File: src/rtl/fxp_mul_share_arbiter_pkg.sv
// Shared formats, multiplier latency and the in-flight tag type for the
// shared fixed-point multiplier arbiter.
package fxp_mul_share_arbiter_pkg;

  localparam int FXP_A_INT   = 3;
  localparam int FXP_A_FRAC  = 4;
  localparam int FXP_A_W     = FXP_A_INT + FXP_A_FRAC;
  localparam int FXP_B_INT   = 4;
  localparam int FXP_B_FRAC  = 3;
  localparam int FXP_B_W     = FXP_B_INT + FXP_B_FRAC;
  localparam int FXP_R_INT   = 5;
  localparam int FXP_R_FRAC  = 6;
  localparam int FXP_R_W     = FXP_R_INT + FXP_R_FRAC;

  localparam int FXP_MUL_LAT = 2;

  // Wide enough for the largest supported requester count (8).
  localparam int TAG_ID_W    = 3;

  typedef struct packed {
    logic                valid;
    logic [TAG_ID_W-1:0] id;
  } tag_t;

  function automatic int rr_succ(input int idx, input int n);
    return (idx + 1 >= n) ? 0 : idx + 1;
  endfunction

endpackage

File: src/rtl/fxp_mul_share_arbiter_rr_grant_picker.sv
// Combinational round-robin picker: first valid requester at or after ptr,
// wrapping modulo NREQ, yields a one-hot grant and its index.
module rr_grant_picker #(
  parameter int NREQ = 4,
  parameter int IDW  = 2
) (
  input  logic [IDW-1:0]  ptr,
  input  logic [NREQ-1:0] req_valid,
  input  logic            enable,
  output logic [NREQ-1:0] grant,
  output logic [IDW-1:0]  grant_idx,
  output logic            grant_any
);

  // Two passes: upper segment [ptr, NREQ) first, then the wrapped [0, ptr).
  always_comb begin
    grant     = '0;
    grant_idx = '0;
    grant_any = 1'b0;
    if (enable) begin
      for (int i = 0; i < NREQ; i++) begin
        if (!grant_any && req_valid[i] && (i >= int'(ptr))) begin
          grant[i]  = 1'b1;
          grant_idx = IDW'(i);
          grant_any = 1'b1;
        end
      end
      for (int i = 0; i < NREQ; i++) begin
        if (!grant_any && req_valid[i] && (i < int'(ptr))) begin
          grant[i]  = 1'b1;
          grant_idx = IDW'(i);
          grant_any = 1'b1;
        end
      end
    end
  end

endmodule

File: src/rtl/fxp_mul_share_arbiter.sv
// Shares one pipelined fixed-point multiplier among NREQ requesters with
// round-robin grants, an ID tag pipe and per-requester sticky overflow.
module fxp_mul_share_arbiter
  import fxp_mul_share_arbiter_pkg::*;
#(
  parameter int NREQ    = 4,
  parameter int IDW     = 2,
  parameter int A_W     = FXP_A_W,
  parameter int B_W     = FXP_B_W,
  parameter int R_W     = FXP_R_W,
  parameter int MUL_LAT = FXP_MUL_LAT
) (
  input  logic                clk,
  input  logic                reset,
  input  logic                enable,
  input  logic [NREQ-1:0]     req_valid,
  output logic [NREQ-1:0]     req_ready,
  input  logic [NREQ*A_W-1:0] req_a,
  input  logic [NREQ*B_W-1:0] req_b,
  output logic [A_W-1:0]      mul_a,
  output logic [B_W-1:0]      mul_b,
  input  logic [R_W-1:0]      mul_result,
  input  logic                mul_ovf,
  output logic                rsp_valid,
  output logic [IDW-1:0]      rsp_id,
  output logic [R_W-1:0]      rsp_data,
  output logic                rsp_ovf,
  output logic [NREQ-1:0]     ovf_sticky,
  input  logic [NREQ-1:0]     ovf_clr,
  output logic                busy
);

  logic [IDW-1:0]  ptr;
  logic [NREQ-1:0] grant;
  logic [IDW-1:0]  grant_idx;
  logic            grant_any;
  logic [A_W-1:0]  a_sel;
  logic [B_W-1:0]  b_sel;
  logic [NREQ-1:0] ovf_set;
  tag_t            tag_q [MUL_LAT+1];
  tag_t            tag_last;

  // Grants are masked while reset is held so req_ready reads 0 asynchronously.
  rr_grant_picker #(
    .NREQ (NREQ),
    .IDW  (IDW)
  ) u_picker (
    .ptr       (ptr),
    .req_valid (req_valid),
    .enable    (enable & reset),
    .grant     (grant),
    .grant_idx (grant_idx),
    .grant_any (grant_any)
  );

  assign req_ready = grant;

  always_comb begin
    a_sel = '0;
    b_sel = '0;
    for (int i = 0; i < NREQ; i++) begin
      if (grant[i]) begin
        a_sel = req_a[i*A_W +: A_W];
        b_sel = req_b[i*B_W +: B_W];
      end
    end
  end

  always_ff @(posedge clk or negedge reset) begin
    if (!reset) begin
      ptr   <= '0;
      mul_a <= '0;
      mul_b <= '0;
    end else if (grant_any) begin
      ptr   <= IDW'(rr_succ(int'(grant_idx), NREQ));
      mul_a <= a_sel;
      mul_b <= b_sel;
    end
  end

  // One stage per multiplier cycle plus the operand register stage.
  always_ff @(posedge clk or negedge reset) begin
    if (!reset) begin
      for (int s = 0; s <= MUL_LAT; s++) tag_q[s] <= '0;
    end else begin
      tag_q[0] <= '{valid: grant_any, id: TAG_ID_W'(grant_idx)};
      for (int s = 1; s <= MUL_LAT; s++) tag_q[s] <= tag_q[s-1];
    end
  end

  assign tag_last  = tag_q[MUL_LAT];
  assign rsp_valid = tag_last.valid;
  assign rsp_id    = IDW'(tag_last.id);
  assign rsp_data  = rsp_valid ? mul_result : '0;
  assign rsp_ovf   = rsp_valid & mul_ovf;

  always_comb begin
    busy = 1'b0;
    for (int s = 0; s <= MUL_LAT; s++) busy = busy | tag_q[s].valid;
  end

  always_comb begin
    ovf_set = '0;
    for (int i = 0; i < NREQ; i++) begin
      ovf_set[i] = rsp_ovf && (rsp_id == IDW'(i));
    end
  end

  // Set is OR-ed after the clear so a coincident set wins.
  always_ff @(posedge clk or negedge reset) begin
    if (!reset) begin
      ovf_sticky <= '0;
    end else begin
      ovf_sticky <= (ovf_sticky & ~ovf_clr) | ovf_set;
    end
  end

endmodule

File: config.mk
export PLATFORM = sky130hd
export DESIGN_NAME = fxp_mul_share_arbiter
export DESIGN_NICKNAME = d
export VERILOG_FILES = /design/src/rtl/fxp_mul_share_arbiter_pkg.sv /design/src/rtl/fxp_mul_share_arbiter_rr_grant_picker.sv /design/src/rtl/fxp_mul_share_arbiter.sv
export SDC_FILE = /design/constraint.sdc
export NUM_CORES = 1
export LEC_CHECK = 0
export CORE_ASPECT_RATIO = 0.5
export CORE_MARGIN = 4
export CORE_UTILIZATION = 39
export DETAILED_ROUTE_END_ITERATION = 6
export PLACE_DENSITY_LB_ADDON = 0.12
export RECOVER_POWER = 100
export SYNTH_ARGS = -nofsm -noshare
export SYNTH_HDL_FRONTEND = slang
export SYNTH_SLANG_ARGS = --single-unit
File: constraint.sdc
create_clock -name clk -period 3.44 [get_ports clk]
set_clock_uncertainty 0.1 [all_clocks]
set_input_delay 1.032 -clock clk [delete_from_list [all_inputs] [get_ports clk]]
set_output_delay 1.032 -clock clk [all_outputs]
set_load 0.02 [all_outputs]
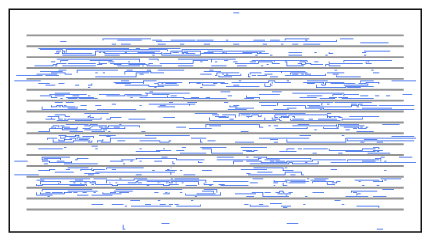
run_1/layer_met1.png
Scale: 4 px per µm. Supply wires on this layer in grey.
The longest straight run is 45.1 µm. The layer holds 41% of the routed length. The layer carries 2530 µm of wire. The wires run mostly horizontal.

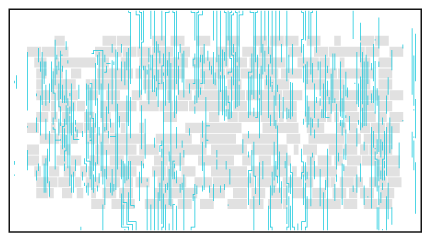
run_1/layer_met2.png
Scale: 4 px per µm.
The longest straight run is 35.7 µm. The wires run mostly vertical. 336 nets have wire on it. The layer carries 3050 µm of wire. The layer holds 50% of the routed length.

==> out/results.tsv, run 1 <==
metric	value	unit
status	finished with violations	
failing checks	max-capacitance violations, max-slew violations	
Remaining DRCs	0	
DRT iter0 DRCs	34	
CTS tree	done	
htree depth	2	
area delta synth->final	73.7	%
Yosys cell types	42	
yosys stat area	1750	µm²
GR Util met2	0.378	
Clock Tree Buf Depth	2	
CP endpoint kind	primary output	
max cap viols	1	
total negative setup slack	0	ps
synthesized cell area	1750	µm²
Slew HR	-0.0111	
Final min period	3390	ps
Tightest Hold Check Type	reg -> reg	
Leak	1.30	nW
yosys stat cell total	163	
Max Fclk	295	MHz
drt via density	5.30	
Tot GR Track Use	0.214	
share of cells above drive strength 1	0.178	
FP Rows	16	
PwrDens	439	nW/µm²
Synth flops	29	
most numerous logic cells after layout	clkdlybuf4s50_1 (82), dfrtp_1 (29), dlygate4sd3_1 (25), nor2_1 (16), buf_4 (15)	
Req. time, crit path	2310	ps
vias in the first global route	1967	
Slew Viols, Final	30	
Most common reg cell	dfrtp_1	
CP Max Fanout	1	
number of flops mapped to enable cells by yosys	0	
Nets at Floorplan	242	
IO Count	117	
worst vdd ir	237	µV
Clock Tree Root	clkbuf_8	
core area	4100	µm²
detailed placement HPWL	4830	µm
CP Data Arrival Time	2260	ps
Latency at later pin	280	ps
final RePlAce weighted congestion	0.859	
cycle use final	0.985	
top logic cell by instance count in the layout	clkdlybuf4s50_1	
Antenna Cells	0	
synthesized instance count	163	
first-pass GRT wire length	9610	µm
chip area	5670	µm²
register area share after synthesis	0.416	
worst-margin pin slew	1520	ps
port buffer count	116	
initial antenna violation count	0	
average wire per standard cell	17.6	µm
Hold Vio Cnt, Final	0	
Worst R2R Setup Slack	1220	ps
endpoints failing setup	0	
startpoint types	input pin	
met1 capacity usage during global routing	0.262	
async set-reset flop share out of synthesis	1.00	
Post-DRT Antenna Nets	0	
total congestion overflow	0	
Avg Cell Area, Syn	10.7	µm²
pin count of the biggest net entering global routing	30	
total power	1.33	mW
clock-pin slew on the worst setup and hold paths	70	ps
RSZ-0062 raised after global routing	no	
Sink Count	29	
TritonRoute pass-1 iters	4	
yosys warning tally	0	
critical path class	in -> out	
hold slack	239	ps
busiest grt layer	met2	
number of warnings in the stage logs	26	
CTS Buf Count	5	
Net count, final	370	
floorplan core density	0.425	
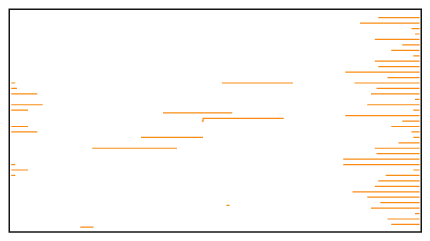
run_1/layer_met3.png
Scale: 4 px per µm.
The layer carries 471 µm of wire. The longest straight run is 20.9 µm. The wires run mostly horizontal. The layer holds 7.7% of the routed length.
Vias: 1834
drt total wl: 6090 µm
met3 usage: 0.0452

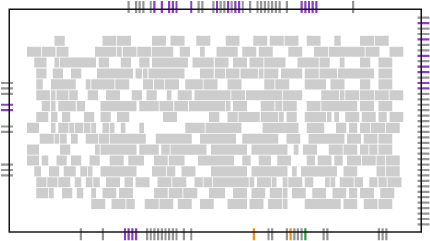
run_1/io_placement.png
Scale: 4 px per µm. Pins as bars across the die edge, other pins in grey.
Key: req_a = purple [pins 28, direction input, edge 15 top, 7 right, 4 bottom, 2 left]; rsp_id = orange [pins 2, direction output, edge bottom]; rsp_valid = green [pins 1, direction output, edge bottom]
All pins by edge: 39 right, 37 top, 31 bottom, 10 left.
Die Ht: 55.3 µm
Die Wd: 103 µm

run 1: per-stage QoR:
step / setup slack [ps] / utilization / cell area [µm²] / instances
3_3_place_gp: -495 / 0.732 / 3000 / 337
4_1_cts: 24.6 / 0.749 / 3080 / 345
5_1_grt: 9.81 / 0.739 / 3030 / 346
2_1_floorplan: 295 / - / 1750 / 163
3_5_place_dp: -519 / 0.732 / 3000 / 337
6_report: 50.1 / 0.739 / 3030 / 346
run 1: area by class of cell:
type,instances,area [µm²]
tap,54,67.6
timing repair buffer,134,1250
sequential,29,726
clock inverter,3,17.5
inverter,10,37.5
clock buffer,5,68.8
multi-input combinational,111,862
fill,323,1070
run 1: critical path, stage by stage:
cell and delay [ps]:
clkdlybuf4s50_1 440, and2_1 110, dlygate4sd3_1 670
run 1: kinds of logic after synthesis:
group                  Yosys count  share of synthesized area
flip-flops                      29                      0.416
AND-OR/OR-AND                   63                      0.358
buffers and inverters           23                     0.0781
AND/OR/NAND/NOR                 48                      0.148
run 1: power by group:
part | leakage, nW | switching [mW] | internal, mW
sequential | 0.372 | 0.0513 | 0.409
clock | 0.0439 | 0.133 | 0.139
combinational | 0.886 | 0.297 | 0.302
total | 1.30 | 0.481 | 0.850
run 1: flip-flops by register name, indices dropped and copies added (netlist names):
signal and flops:
rsp_valid 1, rsp_id 2, mul_a 7, mul_b 7, ovf_sticky 4, ptr 2, tag_q 6
run 1: worst paths after layout:
kind                                from          end  cells after the start
hold / removal                  tag_q[5]    rsp_id[1]                      0
hold reg to reg                 tag_q[5]    rsp_id[1]                      0
setup reg to reg                  ptr[1]     mul_a[4]                      6
min in group asynchronous          reset     tag_q[4]                      3
max in group asynchronous          reset     mul_b[0]                      3
setup / recovery           mul_result[5]  rsp_data[5]                      3
run 1: synth_stat cells, types with 3 or more instances:
cell       n  area (µm²)
nand2_1    4        15.0
nand2b_1   5        31.3
nor2_1    16        60.1
buf_4      6        45.0
clkbuf_1   3        11.3
o31ai_2   10         125
dfrtp_1   29         726
a22oi_1   11        82.6
inv_2      3        11.3
a221oi_2  10         150
and3_1     3        18.8
a21oi_1    6        30.0
inv_1      7        26.3
a221o_1    3        30.0
o221a_1    3        33.8
and2_1    13        81.3
run 1: metal layers:
metal | vias to the layer above | wire, µm
met5 | - | 0
met4 | 0 | 41
met3 | 4 | 471
met2 | 61 | 3050
met1 | 897 | 2530
li1 | 872 | -
run 1: timing repair:
item	in CTS	in global routing
pin swaps	4	2
hold buffers	0	0
gates resized	23	1
buffers inserted	0	1
setup endpoints to repair	4	3
run_1/placement.png
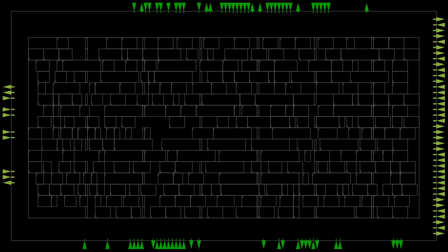

==> run 2, diff against run 1 <==
- PLACE_DENSITY: not set -> 0.87
- PLACE_DENSITY_LB_ADDON: 0.12 -> not set
- SETUP_SLACK_MARGIN: not set -> 0.05
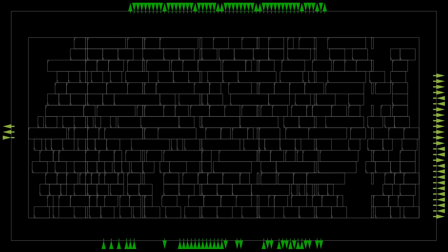
run_2/placement.png
Tapcells: 54
Finished Layout Cells: 359
sequential portion of the cell area: 0.229
core area: 4100 µm²

==> out/results.tsv, run 2 <==
metric	value	unit
detailed placement HPWL	5200	µm
Post-Synth XOR/XNOR Area	0	
Tot GR Track Use	0.243	
Most common reg cell	dfrtp_1	
Final min period	3390	ps
TritonRoute pass-1 iters	5	
post-route cell area	3180	µm²
hold slack	255	ps
Top-area cell share	0.416	
Nets at Floorplan	242	
CP endpoint kind	primary output	
placed cells	335	
list of most frequent post-synthesis cells	dfrtp_1 (29), nor2_1 (16), and2_1 (13), a22oi_1 (11)	
Avg Cell Area, Syn	10.7	µm²
cycle use final	0.986	
endpoints failing setup	0	
pin count of the biggest net entering global routing	30	
share of cells above drive strength 1	0.216	
PwrDens	467	nW/µm²
Comb gate area	871	µm²
async set-reset flop share out of synthesis	1.00	
yosys stat cell total	163	
crit-path cells	clkdlybuf4s50_1, and2_1, dlygate4sd3_1	
CP peak stage delay	670	ps
yosys warning tally	0	
Net count, final	383	
Synth flops	29	
mux share	0	
status	finished with violations	
Req. time, crit path	2310	ps
top cells by area, synth	dfrtp_1 (42%), a221oi_2 (8.6%), o31ai_2 (7.2%)	
Sink Count	29	
CP Max Fanout	1	
Slew Viols, Final	30	
worst vdd ir	397	µV
Yosys top cell by area	dfrtp_1	
startpoint types	input pin	
Hold Vio Cnt, Final	0	
Max Fclk	295	MHz
DRT iter0 DRCs	108	
Leak	1.39	nW
Slew HR	-0.0448	
Yosys cell types	42	
critical path class	in -> out	
Remaining DRCs	0	
most frequent cell after synthesis	dfrtp_1	
max cap viols	1	
number of flops mapped to enable cells by yosys	0	
Hold Buf Count CTS	0	
top logic cell by instance count in the layout	clkdlybuf4s50_1	
first-pass GRT wire length	10700	µm
Top logic family	AND-OR/OR-AND gates	
IO Count	117	
final RePlAce weighted congestion	0.802	
DP Area	2990	µm²
htree depth	2	
Latency at later pin	280	ps
yosys stat area	1750	µm²
Antenna Cells	0	
number of warnings in the stage logs	27	
failing checks	max-capacitance violations, max-slew violations	
most numerous logic cells after layout	clkdlybuf4s50_1 (81), dfrtp_1 (29), dlygate4sd3_1 (25), buf_4 (24), nor2_1 (16)	
fa+ha+maj area frac	0	
floorplan core density	0.425	
Post-DRT Antenna Nets	0	
Die Ht	55.3	µm
Clock Tree Root	clkbuf_8	
Slowest-stage cell, CP	dlygate4sd3_1	
yosys simple share	0.148	
register area share after synthesis	0.416	
synthesized instance count	163	
drt via density	5.53	
RSZ-0062 raised after global routing	yes	
Filler cells	279	
area delta synth->final	81.9	%
average wire per standard cell	19.8	µm
total congestion overflow	0	
Tightest Hold Check Type	reg -> reg	
CP Data Arrival Time	2260	ps
clock-pin slew on the worst setup and hold paths	70	ps
port buffer count	116	
FP Rows	16	
Clock Tree Buf Depth	2	
initial antenna violation count	0	
vias in the first global route	2144	
Storage cell area	726	µm²
CTS tree	done	
largest registers	mul_a x7, mul_b x7, tag_q x6	
CTS Buf Count	5	
chip area	5670	µm²
AO/OA Area Share	0.358	
worst-margin pin slew	1570	ps
synthesized cell area	1750	µm²
Die Wd	103	µm
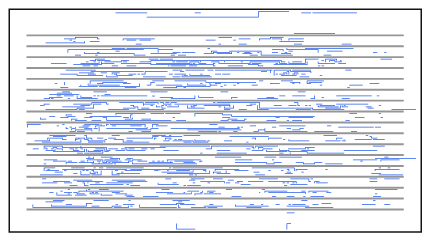
run_2/layer_met1.png
Scale: 4 px per µm. Supply wires on this layer in grey.
340 nets have wire on it. The layer holds 34% of the routed length. The wires run mostly horizontal. The layer carries 2400 µm of wire.
drt total wl: 7110 µm
met1 capacity usage during global routing: 0.252
Vias: 1984

==> run 2: kinds of logic (layout without fill, tap and decap cells) <==
kind of cell / after synthesis / after routing
and+or+nand+nor: 48 / 48
AOI/OAI and AO/OA: 63 / 63
buffers and inverters: 23 / 165
DFF: 29 / 29
==> run 2: final timing paths <==
path | start | end | slack (ps) | cells after the start
min | tag_q[8] | tag_q[4] | 250 | 0
min reg2reg | tag_q[8] | tag_q[4] | 250 | 0
max in group asynchronous | reset | ovf_sticky[2] | 980 | 2
min in group asynchronous | reset | ptr[1] | 1350 | 2
max reg2reg | ptr[1] | mul_a[1] | 600 | 15
max | mul_result[10] | rsp_data[10] | 50 | 3
==> run 2: per-stage QoR <==
stage / util / total power [mW] / worst slack (ps) / TNS [ps]
floorplan: - / 0.813 / 295 / 0
global placement: 0.727 / 1.09 / -452 / -1250
detailed placement: 0.727 / 1.11 / -504 / -1440
CTS: 0.779 / 1.51 / 53.3 / 0
global route: 0.774 / 1.55 / 19.3 / 0
finish: 0.774 / 1.48 / 46.7 / 0
==> run 2: layout make-up <==
| class | instances | share of cell area |
|---|---|---|
| Sequential cell | 29 | 0.229 |
| Inverter | 10 | 0.0118 |
| Clock buffer | 7 | 0.0272 |
| Timing Repair Buffer | 147 | 0.428 |
| Clock inverter | 1 | 0.00946 |
| Multi-Input combinational cell | 111 | 0.274 |
| Tap cell | 54 | 0.0213 |
==> run 2: worst max-delay path: cells and delay by family <==
kind	cells	cell delay (ps)
and+or+nand+nor	1	110
buffers and inverters	2	1120
==> run 2: power breakdown <==
part,internal (mW),leakage (nW),switching (mW)
Combinational,0.332,0.959,0.319
Clock,0.236,0.0585,0.136
Sequential,0.409,0.372,0.0518
==> run 2: layer usage <==
layer	share of wire	vias to the layer above	global-route usage	wire length [µm]
met5	0	-	0	0
met4	0.034	0	0.0972	243
met3	0.064	21	0.0503	454
met2	0.56	85	0.470	4010
met1	0.34	981	0.252	2400
li1	-	897	-	-
==> run 2: what timing repair did <==
action / 4_1_cts / 5_1_grt
pin swaps: 5 / 3
hold endpoints to repair: 0 / 0
endpoints found under the setup margin: 5 / 11
buffers inserted: 15 / 2
gates resized: 18 / 1
gates cloned: 0 / 0
Power and IR drop assume default switching activity.
